<file path="src/rtl/sprite_palette_pkg.sv">
// Shared types and reset contents for the sprite palette lookup.
// Default 16-entry colour table, replicated to fill larger banks.
package sprite_palette_pkg;

  localparam int unsigned COLOR_W_DEF      = 4;
  localparam int unsigned TRANSP_INDEX_DEF = 1;

  typedef struct packed {
    logic [3:0] r;
    logic [3:0] g;
    logic [3:0] b;
  } rgb_t;

  function automatic rgb_t default_entry(input logic [3:0] idx);
    rgb_t c;
    case (idx)
      4'd0:    c = 12'h814;
      4'd1:    c = 12'hF0F;
      4'd2:    c = 12'hECA;
      4'd3:    c = 12'h115;
      4'd4:    c = 12'hC1A;
      4'd5:    c = 12'hB75;
      4'd6:    c = 12'hA01;
      4'd7:    c = 12'h621;
      4'd8:    c = 12'h229;
      4'd9:    c = 12'hA18;
      4'd10:   c = 12'h002;
      4'd11:   c = 12'h425;
      4'd12:   c = 12'hE1D;
      4'd13:   c = 12'h843;
      4'd14:   c = 12'hD33;
      default: c = 12'hD97;
    endcase
    return c;
  endfunction

endpackage

</file>
<file path="src/rtl/palette_bank_ram.sv">
// One palette bank: register array loaded with the default table on reset,
// single write port, combinational read with write-first bypass.
module palette_bank_ram
  import sprite_palette_pkg::*;
#(
  parameter int unsigned INDEX_W = 4,
  parameter int unsigned COLOR_W = 4
) (
  input  logic                   i_clk,
  input  logic                   i_rst_n,
  input  logic                   i_wr_en,
  input  logic [INDEX_W-1:0]     i_wr_index,
  input  logic [3*COLOR_W-1:0]   i_wr_rgb,
  input  logic [INDEX_W-1:0]     i_rd_index,
  output logic [3*COLOR_W-1:0]   o_rd_rgb
);

  localparam int unsigned DEPTH = 1 << INDEX_W;
  localparam int unsigned RGB_W = 3 * COLOR_W;

  logic [RGB_W-1:0] r_mem [DEPTH];

  // Default nibbles are MSB-aligned into wider channels
  function automatic logic [COLOR_W-1:0] widen(input logic [3:0] nib);
    logic [COLOR_W-1:0] w;
    w = '0;
    for (int unsigned b = 0; b < 4; b++) begin
      if (b < COLOR_W) w[COLOR_W-1-b] = nib[3-b];
    end
    return w;
  endfunction

  function automatic logic [RGB_W-1:0] reset_value(input int unsigned idx);
    rgb_t d;
    d = default_entry(4'(idx));
    return {widen(d.r), widen(d.g), widen(d.b)};
  endfunction

  always_ff @(posedge i_clk) begin
    if (!i_rst_n) begin
      for (int unsigned i = 0; i < DEPTH; i++) begin
        r_mem[i] <= reset_value(i);
      end
    end else if (i_wr_en) begin
      r_mem[i_wr_index] <= i_wr_rgb;
    end
  end

  always_comb begin
    o_rd_rgb = r_mem[i_rd_index];
    if (i_wr_en && (i_wr_index == i_rd_index)) o_rd_rgb = i_wr_rgb;
  end

endmodule

</file>
<file path="src/rtl/sprite_palette_lut.sv">
// Multi-bank sprite palette lookup, index -> registered 12-bit RGB plus key flag.
// Optional PAL_FADE_EN adds fade_i and a saturating-subtract second stage.
module sprite_palette_lut
  import sprite_palette_pkg::*;
#(
  parameter int unsigned INDEX_W      = 4,
  parameter int unsigned PAL_SEL_W    = 2,
  parameter int unsigned COLOR_W      = COLOR_W_DEF,
  parameter int unsigned TRANSP_INDEX = TRANSP_INDEX_DEF
) (
  input  logic                 Clk,
  input  logic                 Reset_n,
  input  logic                 pix_valid_i,
  input  logic [INDEX_W-1:0]   pix_index_i,
  input  logic                 frame_start_i,
  input  logic [PAL_SEL_W-1:0] pal_sel_i,
  input  logic                 wr_en_i,
  input  logic [PAL_SEL_W-1:0] wr_pal_i,
  input  logic [INDEX_W-1:0]   wr_index_i,
  input  logic [3*COLOR_W-1:0] wr_rgb_i,
  output logic                 pix_valid_o,
  output logic [COLOR_W-1:0]   red_o,
  output logic [COLOR_W-1:0]   green_o,
  output logic [COLOR_W-1:0]   blue_o,
  output logic                 transparent_o,
  output logic [PAL_SEL_W-1:0] active_pal_o
`ifdef PAL_FADE_EN
  ,
  input  logic [COLOR_W-1:0]   fade_i
`endif
);

  localparam int unsigned NUM_PAL = 1 << PAL_SEL_W;
  localparam int unsigned RGB_W   = 3 * COLOR_W;

  logic [PAL_SEL_W-1:0] r_active_pal;
  logic [PAL_SEL_W-1:0] w_eff_bank;
  logic [RGB_W-1:0]     w_bank_rgb [NUM_PAL];
  logic [RGB_W-1:0]     w_lookup;
  logic                 w_is_key;

  logic                 r_s1_valid;
  logic [RGB_W-1:0]     r_s1_rgb;
  logic                 r_s1_transp;

  assign w_eff_bank = frame_start_i ? pal_sel_i : r_active_pal;
  assign w_lookup   = w_bank_rgb[w_eff_bank];
  assign w_is_key   = (pix_index_i == INDEX_W'(TRANSP_INDEX));

  for (genvar b = 0; b < NUM_PAL; b++) begin : g_bank
    logic w_wr;
    assign w_wr = wr_en_i && (wr_pal_i == PAL_SEL_W'(b));

    palette_bank_ram #(
      .INDEX_W (INDEX_W),
      .COLOR_W (COLOR_W)
    ) u_bank (
      .i_clk      (Clk),
      .i_rst_n    (Reset_n),
      .i_wr_en    (w_wr),
      .i_wr_index (wr_index_i),
      .i_wr_rgb   (wr_rgb_i),
      .i_rd_index (pix_index_i),
      .o_rd_rgb   (w_bank_rgb[b])
    );
  end

  always_ff @(posedge Clk) begin
    if (!Reset_n) begin
      r_active_pal <= '0;
    end else if (frame_start_i) begin
      r_active_pal <= pal_sel_i;
    end
  end

  // Invalid cycles register zero colour so blanking needs no output gating
  always_ff @(posedge Clk) begin
    if (!Reset_n) begin
      r_s1_valid  <= 1'b0;
      r_s1_rgb    <= '0;
      r_s1_transp <= 1'b0;
    end else begin
      r_s1_valid  <= pix_valid_i;
      r_s1_rgb    <= pix_valid_i ? w_lookup : '0;
      r_s1_transp <= pix_valid_i && w_is_key;
    end
  end

  assign active_pal_o = r_active_pal;

`ifdef PAL_FADE_EN
  logic [COLOR_W-1:0] r_s1_fade;
  logic               r_s2_valid;
  logic [RGB_W-1:0]   r_s2_rgb;
  logic               r_s2_transp;

  function automatic logic [COLOR_W-1:0] sat_sub(input logic [COLOR_W-1:0] ch,
                                                  input logic [COLOR_W-1:0] f);
    return (ch > f) ? (ch - f) : '0;
  endfunction

  always_ff @(posedge Clk) begin
    if (!Reset_n) begin
      r_s1_fade   <= '0;
      r_s2_valid  <= 1'b0;
      r_s2_rgb    <= '0;
      r_s2_transp <= 1'b0;
    end else begin
      r_s1_fade   <= fade_i;
      r_s2_valid  <= r_s1_valid;
      r_s2_rgb    <= {sat_sub(r_s1_rgb[RGB_W-1 -: COLOR_W], r_s1_fade),
                      sat_sub(r_s1_rgb[2*COLOR_W-1 -: COLOR_W], r_s1_fade),
                      sat_sub(r_s1_rgb[COLOR_W-1:0], r_s1_fade)};
      r_s2_transp <= r_s1_transp;
    end
  end

  assign pix_valid_o   = r_s2_valid;
  assign transparent_o = r_s2_transp;
  assign red_o         = r_s2_rgb[RGB_W-1 -: COLOR_W];
  assign green_o       = r_s2_rgb[2*COLOR_W-1 -: COLOR_W];
  assign blue_o        = r_s2_rgb[COLOR_W-1:0];
`else
  assign pix_valid_o   = r_s1_valid;
  assign transparent_o = r_s1_transp;
  assign red_o         = r_s1_rgb[RGB_W-1 -: COLOR_W];
  assign green_o       = r_s1_rgb[2*COLOR_W-1 -: COLOR_W];
  assign blue_o        = r_s1_rgb[COLOR_W-1:0];
`endif

endmodule

</file>
<file path="config.mk">
export PLATFORM = sky130hd
export DESIGN_NAME = sprite_palette_lut
export DESIGN_NICKNAME = d
export VERILOG_FILES = /design/src/rtl/sprite_palette_pkg.sv /design/src/rtl/palette_bank_ram.sv /design/src/rtl/sprite_palette_lut.sv
export SDC_FILE = /design/constraint.sdc
export NUM_CORES = 1
export LEC_CHECK = 0
export CAP_MARGIN = 10
export CELL_PAD_IN_SITES_DETAIL_PLACEMENT = 0
export CELL_PAD_IN_SITES_GLOBAL_PLACEMENT = 2
export CORE_ASPECT_RATIO = 1.4
export CORE_MARGIN = 5
export CORE_UTILIZATION = 50
export CTS_BUF_LIST = sky130_fd_sc_hd__clkbuf_16
export CTS_CLUSTER_DIAMETER = 40
export CTS_CLUSTER_SIZE = 28
export DETAILED_ROUTE_END_ITERATION = 16
export GPL_TIMING_DRIVEN = 1
export PLACE_DENSITY = 0.94
export SETUP_SLACK_MARGIN = 0.3
export SLEW_MARGIN = 25
export SYNTH_ARGS = -nofsm -noshare
export SYNTH_HDL_FRONTEND = slang
export SYNTH_SLANG_ARGS = --single-unit
</file>
<file path="constraint.sdc">
create_clock -name Clk -period 5.01 [get_ports Clk]
set_input_delay 0.7515 -clock Clk [delete_from_list [all_inputs] [get_ports Clk]]
set_output_delay 0.7515 -clock Clk [all_outputs]
set_load 0.005 [all_outputs]
</file>
==> GITHUB_STEP_SUMMARY <==
### Metrics collected by this job

| Metric | Value |
|---|---|
| Status | `completed` |
| Hold crit path type | `input port to register` |
| Critical path endpoint category | `register` |
| Worst Setup EP | `r_s1_rgb[10]` |
| Initial core utilization | `roughly half` |
| Avg WL per Cell | `29.3 um` |
| MaxCap Viol Count | `0` |
| IO Port Bufs | `about 44` |
| Yosys Warn Count | `0` |
| Initial antenna violation count | `1` |
| Tool warnings | `26` |
| Xor/xnor share | `0.0964%` |
| GR Util All Layers | `between 20 and 30%` |
| DRC errors left | `0` |
| Final WL | `approximately 110000 um` |
| Worst R2R Start | `active_pal_o[0]` |
| Layout cell share with drive strength beyond 1 | `between 10% and 20%` |
| Cells on worst reg2reg path | `6` |
| Worst rel slew slack | `24.7%` |
| Via density | `around 6.4` |
| Synth area leader | `edfxtp_1` |
| Sink Count | `784` |
| Worst-path clk slew | `0.08 ns` |
| Setup TNS | `0 ns` |
| Cell count along the critical path | `7` |
| # rows | `117` |
| Area leader share | `between 60 and 70%` |
| Bufs on Longest Clock Path | `3` |
| Most instantiated logic cell after routing | `edfxtp_1` |
| Final Skew | `0.0243 ns` |
| Synth Area in Adders | `0%` |
| Worst-margin pin slew | `1.13 ns` |
| Hold Vio Cnt, Final | `0` |
| Total number of vias | `22955` |
| Crit path DRT | `5.54 ns` |
| Hold path depth | `2` |
| Post-route cell area | `just over 40000 sq um` |
| Multiplexer share of the synthesized area | `11.3%` |
| Syn-to-layout area delta | `10.8%` |
| Largest net degree at the start of global routing | `75` |
| CTS H-tree depth | `3` |
| Post-CTS sizing | `0` |
| Die X | `238 um` |
| Final period utilization | `roughly two thirds` |
| Syn Nets | `~2600` |
| Final min period | `3.38 ns` |
| CTS tree | `yes` |
| Hold EP | `g_bank[0].u_bank.r_mem[15][10]` |
| Post-synth seq share | `64.3%` |
| Die height | `329 um` |
| Worst r2r dst | `r_s1_rgb[7]` |
| Setup Buffers After CTS | `0` |
| Max IR drop VDD | `0.205 mV` |
| Vias in the first global route | `22966` |
| Synth Cell Area | `36400 sq um` |
| Worst-path fanout max | `22` |
| Unrepaired setup endpoints after global routing | `no` |
| Simple share | `16.0%` |
| Final Setup Violations | `0` |
worst reg2reg max path, stage by stage (launching register included):
cell     delay [ns]
dfxtp_1        0.31
mux2i_1        0.24
nand3_1        0.14
nor2_1         0.77
o21ai_0        0.23
o22ai_1        0.39
or3_1          0.19
power breakdown:
part / internal, uW / total (uW) / switching [uW]
clock network: 2860 / 5670 / 2810
logic: 394 / 1170 / 780
registers: 7510 / 7620 / 106
total: 10800 / 14500 / 3700
flip-flops by register name (all words and copies together) (netlist names):
signal	cells
active_pal_o	2
transparent_o	1
g_bank.u_bank.r_mem	768
pix_valid_o	1
r_s1_rgb	12
layer usage:
| metal | vias to the layer above | part of all wire, % | GRT usage (%) | routed length (um) |
|---|---|---|---|---|
| met2 | 1212 | 51 | 46.3 | 53600 |
| li1 | 9865 | - | - | - |
| met3 | 261 | 7.2 | 2.84 | 7600 |
| met5 | - | 0 | 0 | 0 |
| met1 | 11617 | 34 | 31.9 | 36200 |
| met4 | 0 | 7.9 | 17.6 | 8320 |
cell families (layout without fill, tap and decap cells):
kind of cell,Yosys count,in the layout
muxes,290,290
and+or+nand+nor,978,978
xor gates and xnor gates,4,4
buffers and inverters,281,315
AOI/OAI and AO/OA,280,280
other,0,1
DFF,784,784
synthesized netlist by cell type:
| master | number |
|---|---|
| nand3b_1 | 2 |
| mux2i_1 | 194 |
| buf_8 | 5 |
| nor2b_1 | 9 |
| buf_1 | 2 |
| nand4_2 | 1 |
| a31oi_1 | 12 |
| dfxtp_1 | 16 |
| o21ai_1 | 5 |
| a311oi_1 | 12 |
| clkbuf_1 | 214 |
| nand2_1 | 62 |
| and3_1 | 97 |
| buf_12 | 2 |
| o21ai_0 | 95 |
| nor2_1 | 70 |
| nor4_4 | 1 |
| or3b_2 | 4 |
| edfxtp_1 | 768 |
| nand4_1 | 2 |
| inv_1 | 2 |
| and2_1 | 376 |
| buf_6 | 11 |
| buf_4 | 8 |
| xor2_1 | 4 |
| nand2_2 | 1 |
| nand3_1 | 10 |
| nand2b_1 | 2 |
| mux4_1 | 1 |
| mux4_2 | 95 |
| buf_2 | 37 |
| or3_1 | 339 |
| o22ai_1 | 108 |
| a211oi_1 | 48 |
| nor3_1 | 2 |
cell type report:
| class | instances | area [sq um] |
|---|---|---|
| Antenna cell | 1 | 2.50 |
| Clock buffer | 69 | 1730 |
| Fill cell | 5713 | 32200 |
| Timing Repair Buffer | 185 | 1530 |
| Sequential cell | 784 | 23400 |
| Tap cell | 952 | 1190 |
| Multi-Input combinational cell | 1552 | 11700 |
| Inverter | 2 | 7.51 |
| Clock inverter | 59 | 733 |
per-stage QoR:
stage	setup WS, ns	instances	total power [uW]
2_1_floorplan	1.86	2617	8410
4_1_cts	1.79	3603	14500
6_report	1.63	3604	14500
3_3_place_gp	1.09	3473	8890
5_1_grt	1.51	3603	14900
3_5_place_dp	1.10	3475	8930
==> images/power_grid.png <==
Scale bar: 50 um. Pins as bars on the die edge. Tap cells in gray.
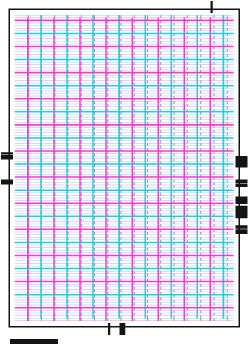
VSS -> magenta
VDD -> cyan
met4 straps = 16
met1 rails = 118
tap cells = 952

==> images/placement_by_type.png <==
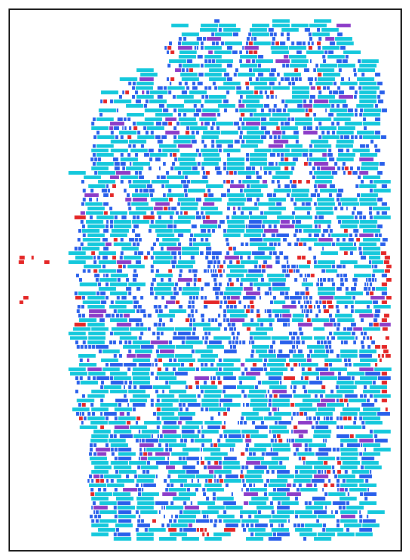
sequential cells -> cyan  # cells 784
clock drivers and dummy loads -> purple  # cells 128
combinational and other logic -> blue  # cells 1554
remaining buffers and delay cells -> red  # cells 185

==> images/clk_routes.png <==
Scale bar: 50 um.
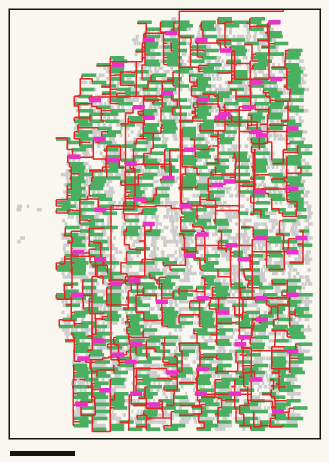
flip-flops -> green  # count 784
clock drivers -> magenta  # count 69
clock wires -> red  # length 8530 um
flops lie = all over the die
routed clock nets = 70

No activity file was given, so power comes from the tool's default toggle rates.
